Run 1, placement density heat map:
7 x 7 tiles, from black (low) to pale yellow (high), 0 to 100% covered.
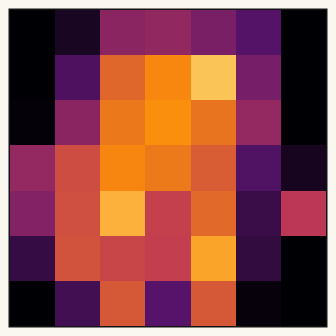
Run 1, I/O nets highlighted:
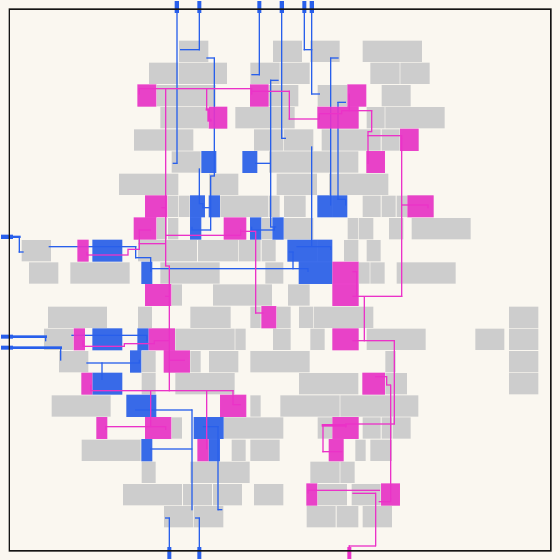
Run 1, cell placement:
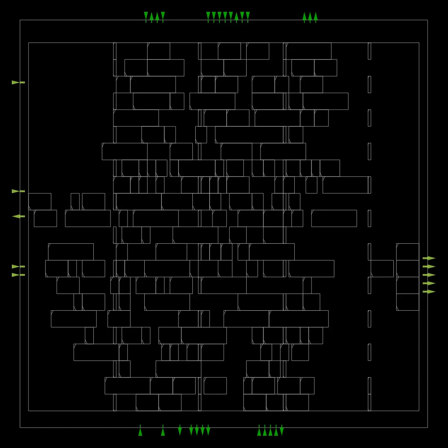
Run 1, metal 3:
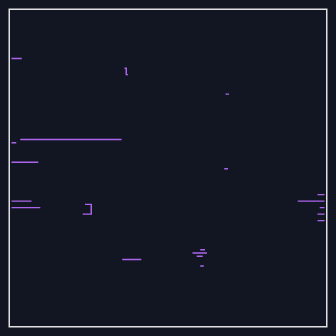
$ cat src/rtl/imm_ext_pipe.sv
// Registered immediate extender: picks a 5/8/11-bit (or full-width) field and sign/zero-extends it.
// One cycle from accept to out_valid; a 2-entry main/skid buffer keeps full rate under backpressure.
module imm_ext_pipe #(
  parameter int IN_W  = 11,
  parameter int OUT_W = 16,
  parameter int W0    = 5,
  parameter int W1    = 8,
  parameter int W2    = 11
) (
  input  logic             clk,
  input  logic             rst,
  input  logic             flush,
  input  logic             in_valid,
  output logic             in_ready,
  input  logic [IN_W-1:0]  in_imm,
  input  logic [1:0]       in_len_sel,
  input  logic             in_sign,
  output logic             out_valid,
  input  logic             out_ready,
  output logic [OUT_W-1:0] out_imm
);

  logic [OUT_W-1:0] main_q, main_d;
  logic [OUT_W-1:0] skid_q, skid_d;
  logic             main_vld_q, main_vld_d;
  logic             skid_vld_q, skid_vld_d;

  logic [OUT_W-1:0] imm_pad;
  logic [OUT_W-1:0] mask;
  logic [OUT_W-1:0] ext;
  logic             sb;
  logic             accept;
  logic             xfer;

  assign imm_pad = OUT_W'(in_imm);

  // mask keeps the selected field; bits above it are filled with the sign bit or zero
  always_comb begin
    mask = '0;
    sb   = 1'b0;
    case (in_len_sel)
      2'd0: begin mask = ~({OUT_W{1'b1}} << W0);   sb = in_imm[W0-1];   end
      2'd1: begin mask = ~({OUT_W{1'b1}} << W1);   sb = in_imm[W1-1];   end
      2'd2: begin mask = ~({OUT_W{1'b1}} << W2);   sb = in_imm[W2-1];   end
      default: begin mask = ~({OUT_W{1'b1}} << IN_W); sb = in_imm[IN_W-1]; end
    endcase
    ext = (imm_pad & mask) | ({OUT_W{in_sign & sb}} & ~mask);
  end

  // in_ready depends only on registered state and rst, never on out_ready
  assign in_ready  = ~rst & ~skid_vld_q;
  assign out_valid = main_vld_q;
  assign out_imm   = main_q;
  assign accept    = in_valid & in_ready & ~flush;
  assign xfer      = out_valid & out_ready;

  always_comb begin
    main_d     = main_q;
    main_vld_d = main_vld_q;
    skid_d     = skid_q;
    skid_vld_d = skid_vld_q;
    if (flush) begin
      main_vld_d = 1'b0;
      skid_vld_d = 1'b0;
    end else if (!main_vld_q) begin
      if (accept) begin
        main_d     = ext;
        main_vld_d = 1'b1;
      end
    end else if (!skid_vld_q) begin
      if (accept && xfer) begin
        main_d = ext;
      end else if (accept) begin
        skid_d     = ext;
        skid_vld_d = 1'b1;
      end else if (xfer) begin
        main_vld_d = 1'b0;
      end
    end else if (xfer) begin
      main_d     = skid_q;
      skid_vld_d = 1'b0;
    end
  end

  always_ff @(posedge clk) begin
    if (rst) begin
      main_q     <= '0;
      skid_q     <= '0;
      main_vld_q <= 1'b0;
      skid_vld_q <= 1'b0;
    end else begin
      main_q     <= main_d;
      skid_q     <= skid_d;
      main_vld_q <= main_vld_d;
      skid_vld_q <= skid_vld_d;
    end
  end

endmodule

$ cat config.mk
export PLATFORM = sky130hd
export DESIGN_NAME = imm_ext_pipe
export DESIGN_NICKNAME = d
export VERILOG_FILES = /design/src/rtl/imm_ext_pipe.sv
export SDC_FILE = /design/constraint.sdc
export NUM_CORES = 1
export LEC_CHECK = 0
export CAP_MARGIN = 10
export CORE_UTILIZATION = 30
export CTS_CLUSTER_SIZE = 8
export DETAILED_ROUTE_END_ITERATION = 10
export PLACE_DENSITY_LB_ADDON = 0.3
export SLEW_MARGIN = 20
export SYNTH_ARGS = -nofsm -noshare
export SYNTH_HDL_FRONTEND = slang
export SYNTH_SLANG_ARGS = --single-unit
$ cat constraint.sdc
create_clock -name clk -period 2.3 [get_ports clk]
set_clock_uncertainty 0.2 [all_clocks]
set_input_delay 0.23 -clock clk [delete_from_list [all_inputs] [get_ports clk]]
set_output_delay 0.23 -clock clk [all_outputs]
set_load 0.02 [all_outputs]
==> Table 3: Implementation characteristics, run 1 <==
Physical design parameters

Parameter                              Value

Pwr
  Power density of the placed cells .................. 592.6 mW/mm²
  Peak supply drop .................. 282.1 µV
  Cell leakage power .................. 0.5907 nW
  Clock network power share .................. 0.376

Outcome
  Run status .................. finished clean

Setup path
  WP depth .................. 1
  Worst reg2reg path depth .................. 5
  Crit path launch .................. out_valid
  R2R setup slack .................. 0.35 ns
  Endpoint arrival time on the critical path .................. 1.56 ns

Logic synthesis
  Post-Syn Area per Cell .................. 8.785 µm²
  Main area contributors .................. dfxtp_1, a311oi_1, nor2_1
  Total cells reported by yosys after synthesis .................. 141
  Post-synthesis instance total .................. 141
  Synth Cell Area .................. 0.001239 mm²
  Library cell with the largest summed area after synthesis .................. dfxtp_1
  Adder-cell area share of the yosys netlist .................. 0
  YS chip area .................. 0.001239 mm²

Global route
  Met3 usage .................. 0.02241
  Gr usage total .................. 0.1420
  GRT met1 Usage .................. 0.1590
  Global-route congestion overflow total .................. 0

Routing
  Vias per std cell .................. 5.182
  Total number of vias .................. 1140
  Wirelength, routed .................. 2972 µm
  Number of design rule violations left after detail routing .................. 0

Place
  Placed wire-length estimate .................. 2129 µm
  Total of buffers placed on input and output ports .................. 36
  Cell Count Post-Placement .................. 216
  Post-placement setup slack .................. 0.1664 ns

STA
  Min Tclk post-route .................. 1.992 ns
  Setup repair after global routing missed its margin .................. false
  Upper clock frequency limit .................. 0.5020 GHz
  WHS .................. 0.2738 ns
  Count of pins over their slew limit .................. 0

Finish
  Final net count .................. 192
  Logic area .................. 631.9 µm²
  Most frequently placed logic cells in the final layout .................. clkdlybuf4s50_1, dfxtp_1, nor2_1
  Proportion of cell area occupied by multi-input gates .................. 0.3713
  Relative area of non-clock buffer cells in the final design .................. 0.2412
  Biggest Area Class .................. combinational gates

Clock network
  Max Buffers Root-to-Sink .................. 2
  CTS clk-pin slew, worst paths .................. 0.09 ns
  TritonCTS clock tree .................. built
  H-tree levels .................. 1

Floorplan
  Die Height .................. 66.26 µm
About 'placement density heat map':
- fullest tile: 87%
- densest ninth of the die: middle
- nearly empty tiles: 20%
- emptiest ninth of the die: top left
- mean over tiles: 37%

About 'I/O nets highlighted':
- magenta: rst (direction input; edge bottom; end cells 30; buffers 2; wire 290 µm)
- blue: in_imm (direction input; edge 6 top, 3 left, 2 bottom; end cells 22; buffers 11; wire 290 µm)

About 'cell placement':
area of the core region: 0.003799 mm²
well tap count: 48
Layout Cells excl Fill: 220
end-of-flow core utilization: 0.4480
Row Count: 22

About 'metal 3':
- wire length on this layer: 63.2 µm
- main direction: horizontal

-- run 1: synthesized netlist by cell type, types with 2 or more instances --
master	instances
a211oi_1	3
a21oi_1	6
a311oi_1	9
buf_2	3
buf_4	6
clkbuf_1	5
dfxtp_1	26
inv_1	2
mux2i_1	7
nand2_1	10
nand2b_1	8
nand3_1	11
nor2_1	21
o21ai_0	7
o22ai_1	3
o32ai_2	3
-- run 1: power groups by stage --
| stage | clock, mW | combinational (mW) | sequential, mW |
|---|---|---|---|
| global placement | 0 | 0.154 | 0.482 |
| detailed placement | 0 | 0.157 | 0.482 |
| global route | 0.409 | 0.169 | 0.474 |
| floorplan | 0 | 0.0703 | 0.491 |
| finish | 0.380 | 0.157 | 0.471 |
| CTS | 0.387 | 0.158 | 0.472 |
==> inputs of run 2 (changes only) <==
--- a/config.mk
+++ b/config.mk
@@ -5,6 +5,7 @@
 export SDC_FILE = /design/constraint.sdc
 export NUM_CORES = 1
 export LEC_CHECK = 0
+export ABC_AREA = 1
 export CAP_MARGIN = 10
 export CORE_UTILIZATION = 30
 export CTS_CLUSTER_SIZE = 8
Run 2, placement density heat map:
7 x 7 tiles, from black (low) to pale yellow (high), 0 to 100% covered.
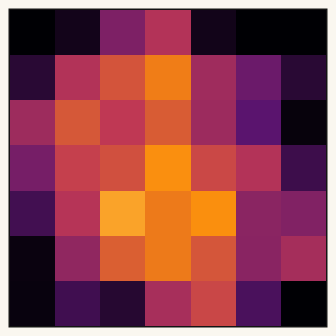
- tiles over 75% full: 6.1%
- mean over tiles: 37%
- densest ninth of the die: middle
- nearly empty tiles: 10%
- fullest tile: 80%
- emptiest ninth of the die: top right

==> run 2 against run 1 <==
Effect of this change: via count up 1.8%; flip-flop count unchanged; worst setup slack better by 0.13 ns; sequential power about the same; power up 0.26%; utilization down 1.1 points; synthesized cell count up 26%; global-route usage down 0.44 points; maximum frequency up 7.0%; area after synthesis down 1.2%; first-iteration DRC count up 57%; largest cell class unchanged; largest power group unchanged.
==> Table 3: Implementation characteristics, run 2 <==
Physical design parameters

Parameter                              Value

Setup path
  Endpoint arrival time on the critical path .................. 1.43 ns
  Worst Setup Path Type .................. primary input to output port
  R2R setup slack .................. 0.56 ns
  Worst reg2reg path depth .................. 7
  Crit path launch .................. rst

Routing
  Detailed-routed wire length on met3 .................. 137 µm
  Wirelength, routed .................. 2693 µm
  Vias per std cell .................. 4.514
  Total number of vias .................. 1160
  Number of design rule violations left after detail routing .................. 0

Clock network
  TritonCTS clock tree .................. built
  CTS clk-pin slew, worst paths .................. 0.09 ns
  H-tree levels .................. 1

Floorplan
  Row Count .................. 22
  Well tap count .................. 48
  Die Height .................. 65.87 µm

Global route
  Gr usage total .................. 0.1377
  Most Used Layer, Global Route .................. met2
  GRT met1 Usage .................. 0.1914
  Met3 usage .................. 0.02069

STA
  Upper clock frequency limit .................. 0.5369 GHz
  WHS .................. 0.2503 ns
  Min Tclk post-route .................. 1.862 ns
  Setup repair after global routing missed its margin .................. false
  Count of pins over their slew limit .................. 0

Finish
  Final net count .................. 229
  Proportion of cell area occupied by multi-input gates .................. 0.3288
  Relative area of non-clock buffer cells in the final design .................. 0.2262
  Logic area .................. 545.5 µm²
  End-of-flow core utilization .................. 0.4368
  Total area of sequential cells .................. 520.5 µm²
  Layout Cells excl Fill .................. 257

Logic synthesis
  Post-Syn Area per Cell .................. 6.913 µm²
  Synth Cell Area .................. 0.001224 mm²
  YS chip area .................. 0.001224 mm²
  Post-synthesis instance total .................. 177
  Main area contributors .................. dfxtp_1, nand2_1, o21ai_0
  Library cell with the largest summed area after synthesis .................. dfxtp_1
  Most instantiated cells after synthesis .................. nand2_1, dfxtp_1, inv_1
  Total cells reported by yosys after synthesis .................. 177

Place
  Placed wire-length estimate .................. 1954 µm
  Total of buffers placed on input and output ports .................. 36
  Cell Count Post-Placement .................. 253
  Post-placement setup slack .................. 0.3173 ns

Pwr
  Clock network power share .................. 0.372
  Cell leakage power .................. 0.7487 nW
  Power density of the placed cells .................. 609.3 mW/mm²
  Peak supply drop .................. 217.2 µV

Outcome
  Run status .................. finished clean
Run 2, I/O nets highlighted:
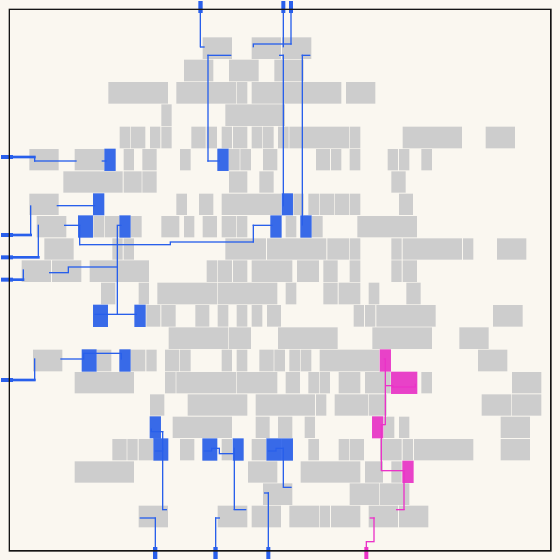
- blue: in_imm (direction input; edge 5 left, 3 bottom, 3 top; end cells 18; buffers 11; wire 224 µm)
- magenta: rst (direction input; edge bottom; end cells 4; buffers 1; wire 31.8 µm)

==> run 2: cell families after synthesis <==
| family | synth area share |
|---|---|
| AND/OR/NAND/NOR | 0.2280 |
| AND-OR/OR-AND | 0.2178 |
| buffers and inverters | 0.1288 |
| flip-flops | 0.4254 |
==> run 2: power by group through the flow <==
stage	clock network [mW]	logic (mW)	registers, mW
6_report	0.376	0.160	0.474
5_1_grt	0.407	0.180	0.477
4_1_cts	0.387	0.161	0.474
3_5_place_dp	0	0.161	0.485
3_3_place_gp	0	0.161	0.485
2_1_floorplan	0	0.0728	0.498
==> run 2: worst max-delay path: stages <==
cell	delay (ns)
clkdlybuf4s50_1	0.48
nor2_1	0.12
clkdlybuf4s50_1	0.61
Power is estimated from default activity; no workload was simulated.
